==> config.mk <==
export PLATFORM = sky130hd
export DESIGN_NAME = adc_pair_sampler
export DESIGN_NICKNAME = d
export VERILOG_FILES = /design/src/rtl/adc_pair_sampler.sv
export SDC_FILE = /design/constraint.sdc
export NUM_CORES = 1
export LEC_CHECK = 0
export CAP_MARGIN = 10
export CORE_ASPECT_RATIO = 1.4
export CORE_UTILIZATION = 56
export DETAILED_ROUTE_END_ITERATION = 8
export PLACE_DENSITY = 0.79
export SLEW_MARGIN = 5
export SYNTH_ARGS = -nofsm -noshare
export SYNTH_HDL_FRONTEND = slang
export SYNTH_SLANG_ARGS = --single-unit
==> constraint.sdc <==
create_clock -name clk -period 3.5 [get_ports clk]
set_clock_uncertainty 0.1 [all_clocks]
set_input_delay 0.7 -clock clk [delete_from_list [all_inputs] [get_ports clk]]
set_output_delay 0.7 -clock clk [all_outputs]
set_load 0.01 [all_outputs]
==> src/rtl/adc_pair_sampler.sv <==
// adc_pair_sampler
// Runs the dual-output simultaneous-sampling SPI ADC and hands paired
// voltage/current samples, converted to the 12-bit ADC format, to the
// igniter resistance path as one-cycle strobes.
//
// A frame is 16 SCLK bits shifted in MSB first on both data lines together.
// The period counter starts at 0 on the edge where chip select drops, so a
// new frame starts exactly every SAMPLE_PERIOD clocks while enabled. All pin
// outputs and sample outputs are registered.

module adc_pair_sampler #(
  parameter int SCLK_DIV      = 2,
  parameter int SAMPLE_PERIOD = 96
) (
  input  logic        clk,
  input  logic        reset,
  input  logic        enable,
  output logic        adc_cs_n,
  output logic        adc_sclk,
  input  logic        adc_sdata_v,
  input  logic        adc_sdata_i,
  output logic        valid_out,
  output logic [11:0] v_out,
  output logic [11:0] i_out,
  output logic        frame_err
);

  // The divider counter still needs one bit when SCLK_DIV is 1.
  localparam int DIV_W  = (SCLK_DIV > 1) ? $clog2(SCLK_DIV) : 1;
  localparam int PCNT_W = $clog2(SAMPLE_PERIOD);

  localparam logic [DIV_W-1:0]  DIV_LAST    = DIV_W'(SCLK_DIV - 1);
  localparam logic [PCNT_W-1:0] PERIOD_LAST = PCNT_W'(SAMPLE_PERIOD - 1);
  localparam logic [4:0]        BITS_DONE   = 5'd16;
  localparam logic [11:0]       OUT_RESET   = 12'h7FF;

  typedef enum logic [1:0] {
    IDLE  = 2'd0,
    FRAME = 2'd1,
    GAP   = 2'd2
  } state_t;

  state_t            state;
  state_t            state_nxt;

  logic              enable_q;

  logic [PCNT_W-1:0] period_cnt;
  logic [PCNT_W-1:0] period_nxt;
  logic [DIV_W-1:0]  div_cnt;
  logic [DIV_W-1:0]  div_nxt;
  logic [4:0]        bit_cnt;
  logic [4:0]        bit_nxt;

  logic [15:0]       shift_v;
  logic [15:0]       shift_v_nxt;
  logic [15:0]       shift_i;
  logic [15:0]       shift_i_nxt;

  logic              cs_n_nxt;
  logic              sclk_nxt;
  logic              valid_nxt;
  logic [11:0]       v_nxt;
  logic [11:0]       i_nxt;
  logic              err_nxt;

  // Raw two's-complement sample to ADC format: keep the sign bit, invert the
  // magnitude bits, so raw 0 lands on mid-scale 12'h7FF.
  function automatic logic [11:0] to_adc_format(input logic [11:0] raw);
    return {raw[11], raw[10:0] ^ 11'h7FF};
  endfunction

  // Register the enable request; it is only looked at in IDLE and at GAP end.
  always_ff @(posedge clk or posedge reset) begin
    if (reset) begin
      enable_q <= 1'b0;
    end else begin
      enable_q <= enable;
    end
  end

  // Next-state, counter, shift and output logic for the frame sequencer.
  always_comb begin
    state_nxt   = state;
    period_nxt  = period_cnt;
    div_nxt     = div_cnt;
    bit_nxt     = bit_cnt;
    shift_v_nxt = shift_v;
    shift_i_nxt = shift_i;
    cs_n_nxt    = adc_cs_n;
    sclk_nxt    = adc_sclk;
    valid_nxt   = 1'b0;
    v_nxt       = v_out;
    i_nxt       = i_out;
    err_nxt     = frame_err;

    case (state)
      IDLE: begin
        period_nxt = '0;
        div_nxt    = '0;
        bit_nxt    = '0;
        cs_n_nxt   = 1'b1;
        sclk_nxt   = 1'b1;
        if (enable_q) begin
          state_nxt = FRAME;
          cs_n_nxt  = 1'b0;
        end
      end

      FRAME: begin
        period_nxt = (period_cnt == PERIOD_LAST) ? '0 : period_cnt + PCNT_W'(1);
        if (bit_cnt == BITS_DONE) begin
          // All 16 bits are in: release the ADC and publish the pair.
          state_nxt = GAP;
          cs_n_nxt  = 1'b1;
          sclk_nxt  = 1'b1;
          div_nxt   = '0;
          bit_nxt   = '0;
          valid_nxt = 1'b1;
          v_nxt     = to_adc_format(shift_v[11:0]);
          i_nxt     = to_adc_format(shift_i[11:0]);
          err_nxt   = (|shift_v[15:12]) | (|shift_i[15:12]);
        end else if (div_cnt == DIV_LAST) begin
          div_nxt  = '0;
          sclk_nxt = ~adc_sclk;
          if (!adc_sclk) begin
            // SCLK is about to rise: sample both lines on this same edge.
            shift_v_nxt = {shift_v[14:0], adc_sdata_v};
            shift_i_nxt = {shift_i[14:0], adc_sdata_i};
            bit_nxt     = bit_cnt + 5'd1;
          end
        end else begin
          div_nxt = div_cnt + DIV_W'(1);
        end
      end

      GAP: begin
        cs_n_nxt = 1'b1;
        sclk_nxt = 1'b1;
        div_nxt  = '0;
        bit_nxt  = '0;
        if (period_cnt == PERIOD_LAST) begin
          period_nxt = '0;
          if (enable_q) begin
            state_nxt = FRAME;
            cs_n_nxt  = 1'b0;
          end else begin
            state_nxt = IDLE;
          end
        end else begin
          period_nxt = period_cnt + PCNT_W'(1);
        end
      end

      default: begin
        state_nxt = IDLE;
        cs_n_nxt  = 1'b1;
        sclk_nxt  = 1'b1;
      end
    endcase
  end

  // State register.
  always_ff @(posedge clk or posedge reset) begin
    if (reset) begin
      state <= IDLE;
    end else begin
      state <= state_nxt;
    end
  end

  // Counters, shift registers and registered pin/sample outputs.
  always_ff @(posedge clk or posedge reset) begin
    if (reset) begin
      period_cnt <= '0;
      div_cnt    <= '0;
      bit_cnt    <= '0;
      shift_v    <= '0;
      shift_i    <= '0;
      adc_cs_n   <= 1'b1;
      adc_sclk   <= 1'b1;
      valid_out  <= 1'b0;
      v_out      <= OUT_RESET;
      i_out      <= OUT_RESET;
      frame_err  <= 1'b0;
    end else begin
      period_cnt <= period_nxt;
      div_cnt    <= div_nxt;
      bit_cnt    <= bit_nxt;
      shift_v    <= shift_v_nxt;
      shift_i    <= shift_i_nxt;
      adc_cs_n   <= cs_n_nxt;
      adc_sclk   <= sclk_nxt;
      valid_out  <= valid_nxt;
      v_out      <= v_nxt;
      i_out      <= i_nxt;
      frame_err  <= err_nxt;
    end
  end

endmodule

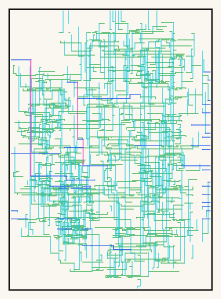
Fig. 1. Signal wires by layer (run 1).
Scale: 3 px per um.
- metal 1: green (wire length 2,530 um)
- metal 3: blue (wire length 206 um)
- metal 4: magenta (wire length 66.6 um)
- metal 2: cyan (wire length 2,920 um)
overall routing resource usage: 0.2164
detailed-route via count: 2,063
mean routed wirelength per cell: 15.33 um
routed wire length: 5719 um

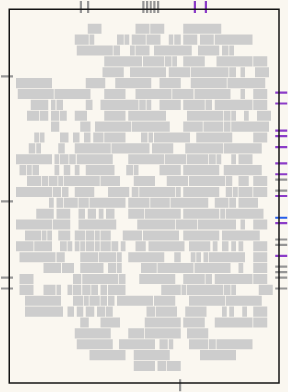
Fig. 2. Pin placement (run 1).
Scale: 4 px per um. Pins as bars across the die edge, other pins in gray.
- adc_sdata_v: blue (pins 1; direction input; edge right)
- v_out: purple (pins 12; direction output; edge 10 right, 2 top)
- all pins by edge: 19 right, 9 top, 4 left, 1 bottom

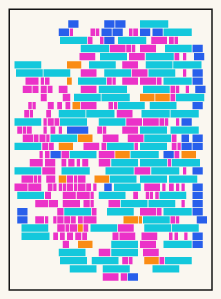
Fig. 3. Placement by cell class (run 1).
Scale: 3 px per um.
- flops: cyan (cells 76)
- other buffers and delay cells: blue (cells 35)
- clock drivers and dummy loads: orange (cells 16)
- combinational and other logic: magenta (cells 178)

[run 1: metrics by stage]
| step | utilization | instances | setup slack (ns) | hold slack (ns) |
|---|---|---|---|---|
| after floorplan | - | 265 | 0.8014 | 0.3276 |
| after detailed placement | 0.6529 | 357 | 1.012 | 0.3625 |
| after global routing | 0.6850 | 373 | 0.8741 | 0.3783 |
| after CTS | 0.6850 | 373 | 1.002 | 0.3711 |
| final | 0.6850 | 373 | 0.9964 | 0.3688 |
| after global placement | 0.6529 | 357 | 1.092 | 0.3426 |
[run 1: layout make-up]
type	count	share of cell area
tap	68	0.02216
timing repair buffer	35	0.09254
clock buffer	12	0.04040
multi-input combinational	168	0.3255
inverter	10	0.009775
clock inverter	4	0.006517
sequential	76	0.5031
[run 1: flip-flops by register name (all words and copies together), names as in the netlist]
name,count
v_out,12
state,2
adc_sclk,1
shift_v,16
adc_cs_n,1
shift_i,16
bit_cnt,5
div_cnt,1
enable_q,1
i_out,12
frame_err,1
period_cnt,7
valid_out,1
[run 1: layer usage]
| layer | share of wire | track usage | vias up |
|---|---|---|---|
| met2 | 0.51 | 0.3467 | 46 |
| met4 | 0.012 | 0.07979 | 0 |
| met3 | 0.036 | 0.05732 | 8 |
| met5 | 0 | 0 | - |
| met1 | 0.44 | 0.2773 | 1016 |
| li1 | - | - | 993 |
[run 1: kinds of logic after synthesis]
| group | count (synthesis) | share of synthesized area |
|---|---|---|
| buf+inv | 21 | 0.04148 |
| fa+ha+maj | 8 | 0.03017 |
| simple gates | 77 | 0.1143 |
| compound gates | 49 | 0.08409 |
| mux | 34 | 0.1478 |
| flops | 76 | 0.5822 |
==> impl_results.rst, run 1 <==
Run summary
-----------

.. list-table::
   :header-rows: 1

   * - Metric
     - Value
   * - Result of the run
     - finished clean
   * - Pleak
     - 0.001788 uW
   * - Average size of a mapped cell
     - 12.52 um2
   * - Synth top cell by count
     - sky130_fd_sc_hd__dfrtp_1
   * - Largest stage delay, worst path
     - 0.94 ns
   * - Dominant cell type by count on the critical path
     - sky130_fd_sc_hd__inv_1
   * - Non-Filler Cell Area, Final
     - 3840 um2
   * - Final number of max-transition violations
     - 0
   * - Diodes inserted
     - 0
   * - Growth of design area from synthesis to finish
     - 15.72%
   * - Number of buffers added to fix hold violations after cts
     - 0
   * - Tally of OpenROAD warnings
     - 31
   * - Number of nets in the final layout
     - 313
   * - Height of the chip
     - 93.08 um
   * - Power attributed to combinational cells
     - 380 uW
   * - Drt first-iter violations
     - 176
   * - Number of cells upsized or downsized after cts
     - 0
   * - Minimum setup slack among reg-to-reg paths
     - 1.0 ns
   * - Vias in the first global route
     - 2,075
   * - Proportion of power drawn by combinational gates
     - 0.192
   * - Sequential area share after synthesis
     - 0.5822
   * - Type of the tightest min-delay check
     - reg -> reg
   * - Highest ir drop seen on vdd
     - 0.0004173 V
   * - Net count entering floorplan
     - 278
   * - Crit Reg-Reg Endpoint
     - shift_v[10]
   * - Largest area contributor in the synthesized netlist
     - sky130_fd_sc_hd__dfrtp_1
   * - RSZ-0062 raised after global routing
     - no
   * - HPWL after detailed placement
     - 3932 um
   * - Filler cells
     - 425
   * - CP Buf/Inv Count
     - 2
   * - Clock latency on the worst-skew pair
     - 0.34 ns
   * - Clock-pin slew reported for the worst setup and hold paths after clock tree synthesis
     - 0.08 ns
   * - Worst-margin pin slew
     - 1.007 ns
   * - Post-detailed-route count of antenna-violating nets
     - 0
   * - Worst-case reg-to-reg path depth
     - 5
   * - Proportion of total power due to net switching
     - 0.2856
   * - Maximum clock rate
     - 399.4 MHz
   * - Stages on the worst setup path
     - 5
   * - Max-area cell share
     - 0.3922
   * - Final count of negative-setup-slack endpoints
     - 0
   * - Worst-case hold path end point
     - v_out[8]
   * - Post-Synthesis Cells
     - 265
   * - Async set or reset register ratio after synthesis
     - 1.000
   * - Nature of the critical path startpoint
     - flop
   * - # port buffers
     - 32
   * - Most used standard cells in the synthesized netlist
     - 52 x sky130_fd_sc_hd__dfrtp_1, 39 x sky130_fd_sc_hd__nand2_1, 30 x sky130_fd_sc_hd__o21ai_0
   * - Total Power Consumption
     - 1978 uW
   * - Setup bufs post-CTS
     - 0
   * - Max-capacitance violation count
     - 0
Fig. 4: run 1, cell density map
Scale: 4 px per um. The die is cut into 7 by 9 equal tiles; black is low, pale yellow is high, 0 to 100% covered.
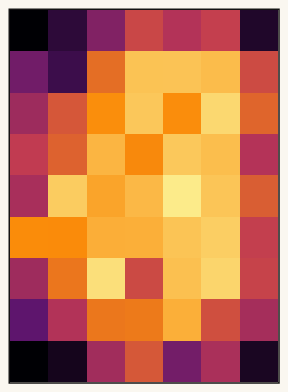

--- run 2 (diff from run 1) ---
==> constraint.sdc (replaced) <==
create_clock -name clk -period 2.35 [get_ports clk]
set_clock_uncertainty 0.1 [all_clocks]
set_input_delay 0.47 -clock clk [delete_from_list [all_inputs] [get_ports clk]]
set_output_delay 0.47 -clock clk [all_outputs]
set_load 0.01 [all_outputs]
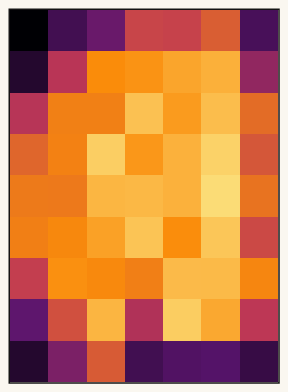
Fig. 5. Cell density map (run 2).
Scale: 4 px per um. The die is cut into 7 by 9 equal tiles; black is low, pale yellow is high, 0 to 100% covered.
- densest ninth of the die: middle
- fullest tile: 92%
- nearly empty tiles: 1.6%
- emptiest ninth of the die: top left
- mean over tiles: 62%
- tiles over 75% full: 40%
Initial Util: 0.5920
fin util: 0.7054
placeable core area: 5605 um2

==> impl_results.rst, run 2 <==
Run summary
-----------

.. list-table::
   :header-rows: 1

   * - Metric
     - Value
   * - Vias in the first global route
     - 2,141
   * - Growth of design area from synthesis to finish
     - 19.16%
   * - Pleak
     - 0.001842 uW
   * - Tally of OpenROAD warnings
     - 31
   * - Result of the run
     - finished clean
   * - Nature of the critical path startpoint
     - flop
   * - Non-Filler Cell Area, Final
     - 3954 um2
   * - RSZ-0062 raised after global routing
     - no
   * - Average size of a mapped cell
     - 12.52 um2
   * - Sequential area share after synthesis
     - 0.5822
   * - Instance count after placement with tap cells included
     - 361
   * - Height of the chip
     - 93.08 um
   * - Synth top cell by count
     - sky130_fd_sc_hd__dfrtp_1
   * - Max-area cell share
     - 0.3922
   * - Net count entering floorplan
     - 278
   * - Maximum clock rate
     - 464.0 MHz
   * - Final count of negative-setup-slack endpoints
     - 0
   * - Power attributed to combinational cells
     - 582 uW
   * - Met3 Resource Use GR
     - 0.03171
   * - Total Power Consumption
     - 3162 uW
   * - Type of the tightest min-delay check
     - reg -> reg
   * - Detail Route met3 WL
     - 191 um
run 2: netlist changes by cell type in the layout (fill, tap and decap cells not counted):
cell                        before  now
sky130_fd_sc_hd__buf_12          1    4
sky130_fd_sc_hd__bufinv_16       0    2
sky130_fd_sc_hd__clkbuf_8       11    9
sky130_fd_sc_hd__clkinv_4        0    2
sky130_fd_sc_hd__buf_4           2    3
sky130_fd_sc_hd__clkbuf_1        1    0
sky130_fd_sc_hd__clkinv_2        2    1
sky130_fd_sc_hd__inv_2           1    0
sky130_fd_sc_hd__inv_6           0    1
run 2: worst max-delay path: stages, from the launching register on:
cell	delay, ns
sky130_fd_sc_hd__dfrtp_1	0.43
sky130_fd_sc_hd__inv_1	0.09
sky130_fd_sc_hd__ha_1	0.43
sky130_fd_sc_hd__nor2b_1	0.32
sky130_fd_sc_hd__or4b_2	0.61
sky130_fd_sc_hd__o21ai_0	0.10
run 2: cell families (layout without fill, tap and decap cells):
logic type	Yosys count	count (layout)	share of synthesized area
AND/OR/NAND/NOR	77	77	0.1143
AND-OR/OR-AND	49	49	0.08409
flip-flops	76	76	0.5822
multiplexers	34	34	0.1478
buffers and inverters	21	65	0.04148
adder cells (fa/ha/maj)	8	8	0.03017
run 2: cell type report:
cell class,count,area (um2)
Clock inverter,7,98.84
Timing Repair Buffer,39,422.9
Multi-Input combinational cell,168,1250
Tap cell,68,85.08
Inverter,10,41.29
Clock buffer,9,123.9
Fill cell,417,1652
Sequential cell,76,1932
run 2: path summary, 6_finish.rpt:
path,from,to,slack [ns]
hold reg to reg,shift_i[1],i_out[1],0.37
max in group asynchronous,reset,i_out[1],1.16
setup / recovery,state[0],period_cnt[5],0.19
hold / removal,shift_i[1],i_out[1],0.37
min in group asynchronous,reset,enable_q,0.39
setup reg to reg,state[0],period_cnt[5],0.19
Fig. 6: run 2, pin placement
Scale: 4 px per um. Pins as bars across the die edge, other pins in gray.
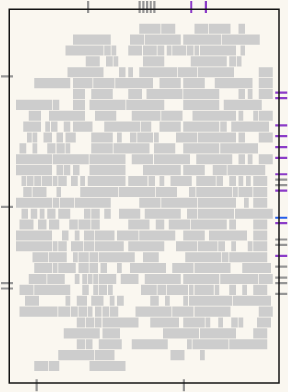

--- run 3 (diff from run 2) ---
--- a/config.mk
+++ b/config.mk
@@ -5,11 +5,13 @@
 export SDC_FILE = /design/constraint.sdc
 export NUM_CORES = 1
 export LEC_CHECK = 0
+export ABC_AREA = 1
 export CAP_MARGIN = 10
 export CORE_ASPECT_RATIO = 1.4
 export CORE_UTILIZATION = 56
 export DETAILED_ROUTE_END_ITERATION = 8
-export PLACE_DENSITY = 0.79
+export HOLD_SLACK_MARGIN = 0.02
+export PLACE_DENSITY = 0.78
 export SLEW_MARGIN = 5
 export SYNTH_ARGS = -nofsm -noshare
 export SYNTH_HDL_FRONTEND = slang
==> constraint.sdc (replaced) <==
create_clock -name clk -period 2.35 [get_ports clk]
set_clock_uncertainty 0.1 [all_clocks]
set_input_delay 0.47 -clock clk [delete_from_list [all_inputs] [get_ports clk]]
set_output_delay 0.47 -clock clk [all_outputs]
set_load 0.005 [all_outputs]
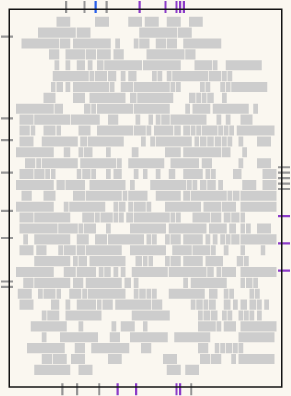
Fig. 7. Pin placement (run 3).
Scale: 4 px per um. Pins as bars across the die edge, other pins in gray.
- adc_sdata_v: blue (pins 1; direction input; edge top)
- v_out: purple (pins 12; direction output; edge 5 top, 4 bottom, 3 right)
- all pins by edge: 9 top, 8 right, 8 left, 8 bottom

==> impl_results.rst, run 3 <==
Run summary
-----------

.. list-table::
   :header-rows: 1

   * - Metric
     - Value
   * - Result of the run
     - finished clean
   * - Post-route insts no fill
     - 453
   * - Total Power Consumption
     - 3137 uW
   * - Height of the chip
     - 94.06 um
   * - Final count of negative-setup-slack endpoints
     - 0
   * - Maximum clock rate
     - 512.7 MHz
   * - Filler cells
     - 467
   * - Clock-pin slew reported for the worst setup and hold paths after clock tree synthesis
     - 0.07 ns
   * - Synth top cell by count
     - sky130_fd_sc_hd__nand2_1
   * - Placeable core area
     - 5863 um2
   * - Drt first-iter violations
     - 114
   * - Vias in the first global route
     - 2,322
   * - Biggest combinational cell group after synthesis
     - simple AND/OR/NAND/NOR gates
   * - Sequential area share after synthesis
     - 0.5700
   * - Minimum setup slack in the final design
     - 0.3997 ns
   * - Area fraction in compound gates
     - 0.1410
   * - Simple Share, Synth
     - 0.1735
   * - Delay-heaviest family, CP
     - flip-flops
   * - Initial Util
     - 0.5781
   * - Largest stage delay, worst path
     - 0.55 ns
   * - Average size of a mapped cell
     - 9.940 um2
   * - RSZ-0062 raised after global routing
     - no
   * - Net count entering floorplan
     - 354
   * - Max-area cell share
     - 0.3839
   * - Async set or reset register ratio after synthesis
     - 1.000
   * - Area fraction in full adders, half adders and majority gates
     - 0.02953
   * - Growth of design area from synthesis to finish
     - 15.91%
run 3: netlist changes by cell type in the layout (fill, tap and decap cells not counted), moves of 14 or more:
cell                      change
sky130_fd_sc_hd__nand2_1     +44
sky130_fd_sc_hd__mux2_4      -29
sky130_fd_sc_hd__inv_1       +28
sky130_fd_sc_hd__o21a_1      +22
sky130_fd_sc_hd__o21ai_0     -21
sky130_fd_sc_hd__nor2_1      +15
sky130_fd_sc_hd__a21oi_2     +14
run 3: cell type report:
type | instances | area [um2] | share of cell area
Tap cell | 70 | 87.58 | 0.02229
Timing Repair Buffer | 39 | 397.9 | 0.1013
Clock inverter | 2 | 10.01 | 0.002548
Clock buffer | 14 | 162.7 | 0.04140
Multi-Input combinational cell | 214 | 1192 | 0.3035
Sequential cell | 76 | 1932 | 0.4917
Inverter | 38 | 146.4 | 0.03726
run 3: layer usage:
layer	vias up	wire length, um	GRT usage
li1	1151	-	-
met1	1123	2352	0.2397
met2	33	2790	0.3432
met3	11	158	0.03641
met4	0	119	0.1117
met5	-	0	0
run 3: worst paths after layout:
| kind | start | endpoint | cells after the start |
|---|---|---|---|
| max | adc_sclk | adc_sclk | 1 |
| min | shift_v[0] | v_out[0] | 2 |
| max reg2reg | bit_cnt[0] | shift_i[2] | 9 |
| min reg2reg | shift_v[0] | v_out[0] | 2 |
| max in group asynchronous | reset | i_out[5] | 3 |
| min in group asynchronous | reset | period_cnt[2] | 3 |
run 3: report_power, final:
group / switching [uW] / internal (uW) / total [uW]
Clock: 435 / 439 / 875
Sequential: 124 / 1500 / 1620
Combinational: 390 / 252 / 643
Total: 949 / 2190 / 3140
Power figures rest on the tool's default switching activity, not on a simulated workload.
